--- src/rtl/axis_block_bridge_pkg.sv ---
// Shared types and helpers for the byte-stream <-> block bridge.
//   pad_mode_e   : padding policy applied to a partial block on idle timeout
//   pack_state_e : packer FSM states
//   slot_lsb()   : bit offset of a byte slot inside a block, honouring the
//                  byte-order setting; both directions use it so the packer
//                  and serializer can never disagree on ordering.
package axis_block_bridge_pkg;

    typedef enum logic [1:0] {
        PAD_NONE  = 2'd0,
        PAD_ZERO  = 2'd1,
        PAD_COUNT = 2'd2
    } pad_mode_e;

    typedef enum logic [1:0] {
        FILL = 2'd0,
        PAD  = 2'd1,
        HOLD = 2'd2
    } pack_state_e;

    // Slot 0 is the first byte on the wire. With msb_first it lands in the
    // top byte lane of the block, otherwise in bits [7:0].
    function automatic int slot_lsb(input int slot, input int nbytes, input bit msb_first);
        return msb_first ? 8 * (nbytes - 1 - slot) : 8 * slot;
    endfunction

endpackage

--- src/rtl/axis_block_bridge_serializer.sv ---
// block_serializer: unpacks one cipher block into a byte stream with tlast.
//   clk, rst          : clock, async active-high reset
//   s_blk_*           : incoming block (AXI-Stream, 8*BLOCK_BYTES wide)
//   m_byte_*          : outgoing bytes, tlast on the final byte of each block
// A new block is accepted in the same cycle the last byte of the current one
// is taken, so consecutive blocks stream without a bubble.
module block_serializer
    import axis_block_bridge_pkg::*;
#(
    parameter int BLOCK_BYTES = 8,
    parameter int MSB_FIRST   = 1
) (
    input  logic                     clk,
    input  logic                     rst,
    input  logic [8*BLOCK_BYTES-1:0] s_blk_tdata,
    input  logic                     s_blk_tvalid,
    output logic                     s_blk_tready,
    output logic [7:0]               m_byte_tdata,
    output logic                     m_byte_tvalid,
    input  logic                     m_byte_tready,
    output logic                     m_byte_tlast
);

    localparam int             IW   = $clog2(BLOCK_BYTES);
    localparam int             DW   = 8 * BLOCK_BYTES;
    localparam logic [IW-1:0]  LAST = IW'(BLOCK_BYTES - 1);
    localparam bit             MSB  = (MSB_FIRST != 0);

    logic [DW-1:0] sreg;
    logic [IW-1:0] cnt;
    logic          full;
    logic          run;   // low while in reset and on the first edge after it
    logic          load;
    logic          take;

    assign m_byte_tvalid = full;
    assign m_byte_tlast  = full && (cnt == LAST);
    assign m_byte_tdata  = sreg[slot_lsb(int'(cnt), BLOCK_BYTES, MSB) +: 8];
    assign s_blk_tready  = run && (!full || (m_byte_tlast && m_byte_tready));

    assign load = s_blk_tvalid && s_blk_tready;
    assign take = full && m_byte_tready;

    always_ff @(posedge clk or posedge rst) begin
        if (rst) begin
            sreg <= '0;
            cnt  <= '0;
            full <= 1'b0;
            run  <= 1'b0;
        end else begin
            run <= 1'b1;
            // A load always coincides with either empty or the final take.
            if (load) begin
                sreg <= s_blk_tdata;
                cnt  <= '0;
                full <= 1'b1;
            end else if (take) begin
                if (cnt == LAST) begin
                    full <= 1'b0;
                    cnt  <= '0;
                end else begin
                    cnt <= cnt + IW'(1);
                end
            end
        end
    end

endmodule

--- src/rtl/axis_block_bridge.sv ---
// axis_block_bridge: byte-stream <-> cipher-block bridge.
//   clk, rst      : clock, async active-high reset
//   s_byte_*      : UART RX bytes into the packer
//   m_blk_*       : packed blocks to the cipher; tuser=1 marks a padded block
//   s_blk_*       : blocks from the cipher into the serializer
//   m_byte_*      : UART TX bytes, tlast on the last byte of each block
//   blk_count     : blocks delivered on m_blk (wrapping)
//   pad_pulse     : one-cycle pulse when a partial block starts padding
// The packer FSM lives here; the serializer is a separate instance and the
// two directions share only clock and reset.
module axis_block_bridge
    import axis_block_bridge_pkg::*;
#(
    parameter int BLOCK_BYTES    = 8,
    parameter int MSB_FIRST      = 1,
    parameter int PAD_MODE       = 0,
    parameter int TIMEOUT_CYCLES = 100000
) (
    input  logic                     clk,
    input  logic                     rst,
    input  logic [7:0]               s_byte_tdata,
    input  logic                     s_byte_tvalid,
    output logic                     s_byte_tready,
    output logic [8*BLOCK_BYTES-1:0] m_blk_tdata,
    output logic                     m_blk_tvalid,
    input  logic                     m_blk_tready,
    output logic                     m_blk_tuser,
    input  logic [8*BLOCK_BYTES-1:0] s_blk_tdata,
    input  logic                     s_blk_tvalid,
    output logic                     s_blk_tready,
    output logic [7:0]               m_byte_tdata,
    output logic                     m_byte_tvalid,
    input  logic                     m_byte_tready,
    output logic                     m_byte_tlast,
    output logic [15:0]              blk_count,
    output logic                     pad_pulse
);

    localparam int            IW     = $clog2(BLOCK_BYTES);
    localparam int            TW_RAW = $clog2(TIMEOUT_CYCLES + 1);
    localparam int            TW     = (TW_RAW < 1) ? 1 : TW_RAW;
    localparam int            DW     = 8 * BLOCK_BYTES;
    localparam logic [IW-1:0] LAST   = IW'(BLOCK_BYTES - 1);
    localparam logic [1:0]    MODE_B = PAD_MODE[1:0];
    localparam pad_mode_e     MODE   = pad_mode_e'(MODE_B);
    localparam bit            TO_EN  = (MODE != PAD_NONE) && (TIMEOUT_CYCLES != 0);
    localparam logic [TW-1:0] T_EXP  = TW'((TIMEOUT_CYCLES == 0) ? 0 : TIMEOUT_CYCLES - 1);
    localparam bit            MSB    = (MSB_FIRST != 0);

    pack_state_e   state;
    logic [IW-1:0] idx;
    logic [TW-1:0] timer;
    logic [7:0]    pad_val;
    logic [DW-1:0] blk;
    logic          tuser;
    logic          run;     // holds s_byte_tready low until the first edge out of reset
    logic          accept;
    logic          expire;

    assign s_byte_tready = run && (state == FILL);
    assign accept        = s_byte_tvalid && s_byte_tready;
    // An accept in the expiry cycle takes priority: the block is still filling.
    assign expire        = TO_EN && (state == FILL) && (idx != '0) && !accept && (timer == T_EXP);

    assign m_blk_tdata   = blk;
    assign m_blk_tvalid  = (state == HOLD);
    assign m_blk_tuser   = tuser;

    always_ff @(posedge clk or posedge rst) begin
        if (rst) begin
            state     <= FILL;
            idx       <= '0;
            timer     <= '0;
            pad_val   <= '0;
            blk       <= '0;
            tuser     <= 1'b0;
            blk_count <= '0;
            pad_pulse <= 1'b0;
            run       <= 1'b0;
        end else begin
            run       <= 1'b1;
            pad_pulse <= 1'b0;
            case (state)
                FILL: begin
                    if (accept) begin
                        blk[slot_lsb(int'(idx), BLOCK_BYTES, MSB) +: 8] <= s_byte_tdata;
                        timer <= '0;
                        if (idx == LAST) begin
                            state <= HOLD;
                            tuser <= 1'b0;
                        end else begin
                            idx <= idx + IW'(1);
                        end
                    end else if (expire) begin
                        state     <= PAD;
                        pad_pulse <= 1'b1;
                        timer     <= '0;
                        pad_val   <= (MODE == PAD_COUNT) ? 8'(BLOCK_BYTES - int'(idx)) : 8'h00;
                    end else if (TO_EN && idx != '0) begin
                        timer <= timer + TW'(1);
                    end
                end
                PAD: begin
                    blk[slot_lsb(int'(idx), BLOCK_BYTES, MSB) +: 8] <= pad_val;
                    if (idx == LAST) begin
                        state <= HOLD;
                        tuser <= 1'b1;
                    end else begin
                        idx <= idx + IW'(1);
                    end
                end
                HOLD: begin
                    if (m_blk_tready) begin
                        blk_count <= blk_count + 16'd1;
                        idx       <= '0;
                        tuser     <= 1'b0;
                        state     <= FILL;
                    end
                end
                default: state <= FILL;
            endcase
        end
    end

    block_serializer #(
        .BLOCK_BYTES (BLOCK_BYTES),
        .MSB_FIRST   (MSB_FIRST)
    ) u_ser (
        .clk           (clk),
        .rst           (rst),
        .s_blk_tdata   (s_blk_tdata),
        .s_blk_tvalid  (s_blk_tvalid),
        .s_blk_tready  (s_blk_tready),
        .m_byte_tdata  (m_byte_tdata),
        .m_byte_tvalid (m_byte_tvalid),
        .m_byte_tready (m_byte_tready),
        .m_byte_tlast  (m_byte_tlast)
    );

endmodule

--- config.mk ---
export PLATFORM = sky130hd
export DESIGN_NAME = axis_block_bridge
export DESIGN_NICKNAME = d
export VERILOG_FILES = /design/src/rtl/axis_block_bridge_pkg.sv /design/src/rtl/axis_block_bridge_serializer.sv /design/src/rtl/axis_block_bridge.sv
export SDC_FILE = /design/constraint.sdc
export NUM_CORES = 1
export LEC_CHECK = 0
export ABC_AREA = 1
export CAP_MARGIN = 20
export CORE_MARGIN = 2
export CORE_UTILIZATION = 38
export CTS_CLUSTER_DIAMETER = 40
export CTS_CLUSTER_SIZE = 12
export DETAILED_ROUTE_END_ITERATION = 10
export PLACE_DENSITY_LB_ADDON = 0.15
export RECOVER_POWER = 25
export SYNTH_ARGS = -nofsm -noshare
export SYNTH_HDL_FRONTEND = slang
export SYNTH_SLANG_ARGS = --single-unit
--- constraint.sdc ---
create_clock -name clk -period 8.9 [get_ports clk]
set_input_delay 1.335 -clock clk [delete_from_list [all_inputs] [get_ports clk]]
set_output_delay 1.335 -clock clk [all_outputs]
set_load 0.02 [all_outputs]
**Clock nets**

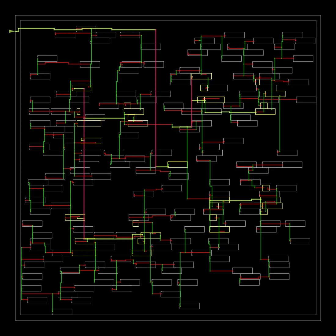
CTS Buf Count: 17
Clk power: 0.733 mW
CTS sink count: 153
Layout clock buffers: 18
clk latency late pin: 0.43 ns

**Logic cells by family**

Scale bar: 50 um.
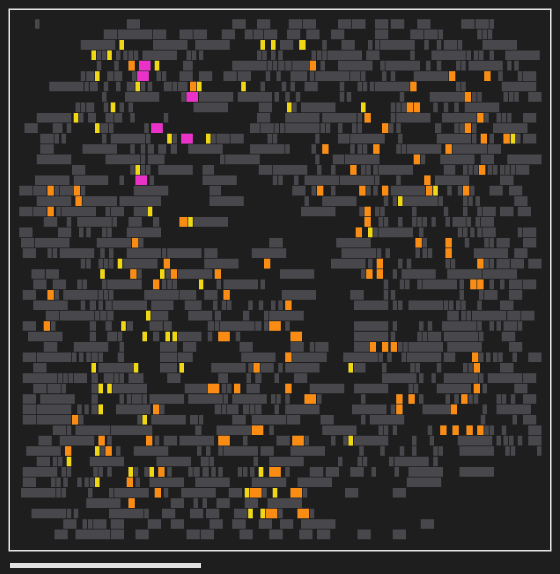
Key: orange = aoi and oai cells [cells 97, where all over the die]; magenta = xor and xnor cells [cells 6, where upper left]; yellow = inv cells [cells 53]

**Clock wires, drivers and flops**

Scale bar: 50 um.
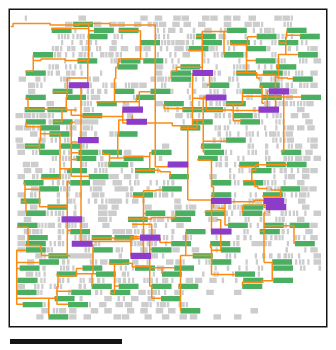
Key: orange = clock wires [length 2090 um]; purple = clock-net drivers [count 17]; green = flip-flops [count 153]
Position of the flops: all over the die.

**Placed cells, one colour a class**

Scale bar: 50 um.
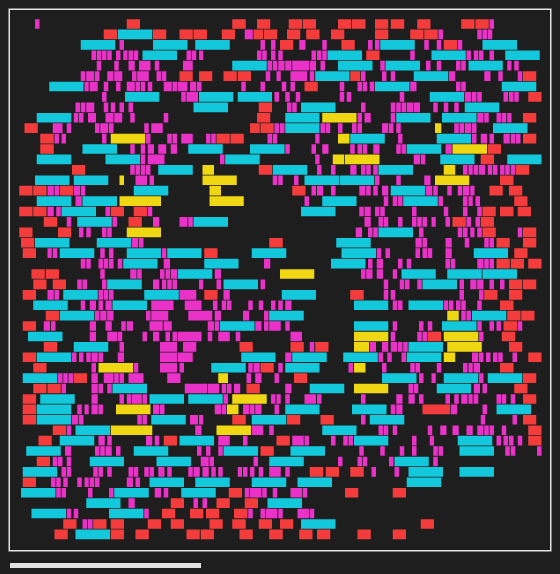
Key: yellow = clock drivers and dummy loads [cells 32, share of their area 6.4%]; cyan = registers [cells 153, share of their area 41%]; magenta = remaining logic cells [cells 691, share of their area 33%]; red = remaining buffers and delay cells [cells 174, share of their area 19%]

==> flow_summary.yaml <==
# yosys + openroad results
synth:
  synth_area_per_cell_um2: 8.098
  ys_sh_simple_pct: 30.48
  synth_flops: 153
  synth-edff-count: 0
  top_cell: "nand2_1"
  ys_chip_area_um2: 7134
  yosys.area.top_type: "dfrtp_1"
  ys_sh_xor_pct: 0.7366
  ys_types: 32
  synth-main-ff-cell: "dfrtp_1"
  top_logic_kind: "simple AND/OR/NAND/NOR gates"
  ys_cells: 881
  yosys_warnings: 0
pwr:
  p_seq_share_pct: 35.9
  ir_worst_vdd_mv: 0.1736
  power-per-cell-area_nw_per_um2: 330.9
  p_seq_mw: 1.13
  top_power_group: "combinational cells"
  p_clk_share_pct: 23.3
  internal_power_mw: 1.885
  p_sw_mw: 1.266
  p_total_mw: 3.151
drt:
  via_count: 6075
  via_per_inst: 4.728
  ant_nets: 0
  routed_wl_um: 19210
  drc: 0
  avgRoutedWirePerCell_um: 14.95
die:
  tapCellCount: 234
  num_io_pins: 173
  dieArea_um2: 19890
  die_h_um: 141.0
  core_area_um2: 18580
placed_design:
  gp_congestion: 0.7802
  pre_cts_ws_ns: 4.859
  hpwl_um: 12850
final_timing:
  tightest_slew_ns: 4.240
  fin_crit_sh_pct: 53.60
  relSlewSlack_pct: -184.2
  rsz0062_at_grt: "false"
  setup_violations: 0
  final_max_slew_viol_count: 96
  clock.fmax_mhz: 209.6
cells_and_area:
  largestClassByArea: "flip-flops and latches"
  clk_share_pct: 6.216
  flops: 153
  seq_share_pct: 40.21
  fillerInstances: 1802
  inv_count: 53
  buffers: 174
  final_layout_size_suffix_gt1_share_pct: 6.762
  bufAreaShareNonClock_pct: 18.32
  utilization_pct: 51.25
critical_path:
  r2r_end: "u_ser.sreg[62]$_DFFE_PP0P_"
  arrival_ns: 5.22
  crit_path_start: "rst"
  path_class: "primary input to asynchronous set/reset pin"
  critPathLaunchType: "primary input"
  r2r-start: "u_ser.cnt[1]$_DFFE_PP0P_"
  rrSetupSlack_ns: 5.77
global_route:
  grt_antenna_before_repair: 1
  overflow: 0
cts:
  cts_tree: "built"
  post_cts_buffers: 0
  clk_pin_slew_ns: 0.06
  cts_buffer_depth: 2
  ctsResizeCount: 0
  hold_buffers: 0
status:
  status: "finished, violations left"
  violations: "max-capacitance violations, max-slew violations"
job:
  max_cap_viol_count: 1
==> critical path, cell delays in order <==
cell,delay [ns]
dlygate4sd3_1,0.55
clkinvlp_2,2.33
buf_4,0.91
==> cell usage in the layout (no fill, tap or decap), drive strengths merged, types with 8 or more instances in the layout <==
master / instances
nand2: 393
clkdlybuf4s50: 167
dfrtp: 153
o21ai: 91
nor2: 74
inv: 58
nand3: 25
clkbuf: 18
nor3: 14
nand4: 12
ha: 8
==> sequential cells by signal, summed over array words and instances, names as in the netlist <==
signal / count
m_blk_tdata: 64
u_ser.sreg: 64
blk_count: 16
idx: 3
u_ser.cnt: 3
state: 1
u_ser.m_byte_tvalid: 1
u_ser.run: 1
==> routing by layer <==
layer	GRT usage [%]	part of all wire [%]	vias to the layer above	routed length, um
met3	5.401	5.9	14	1126
met1	27.92	47	2831	9010
li1	-	-	3074	-
met4	6.000	1.3	0	252
met5	0	0	-	0
met2	30.45	46	156	8817
==> cell families after synthesis <==
kind of cell / after synthesis
buf+inv: 91
fa+ha+maj: 8
other cells: 2
xor+xnor: 6
compound gates: 97
flops: 153
simple gates: 524
==> worst min-delay path by stage <==
stage,end,slack (ns),cells past startpoint
2_1_floorplan,u_ser.sreg[10]$_DFFE_PP0P_,0.44,2
3_3_place_gp,u_ser.sreg[37]$_DFFE_PP0P_,0.46,2
3_5_place_dp,u_ser.sreg[16]$_DFFE_PP0P_,0.46,2
4_1_cts,u_ser.sreg[16]$_DFFE_PP0P_,0.48,2
5_1_grt,u_ser.sreg[14]$_DFFE_PP0P_,0.49,2
6_report,u_ser.sreg[18]$_DFFE_PP0P_,0.47,2
==> through the flow <==
step	area, um^2	cells
6_report	9522	1285
5_1_grt	9522	1285
4_1_cts	9538	1284
3_5_place_dp	8946	1252
3_3_place_gp	8926	1251
2_1_floorplan	7138	882
No activity file was given, so power comes from the tool's default toggle rates.
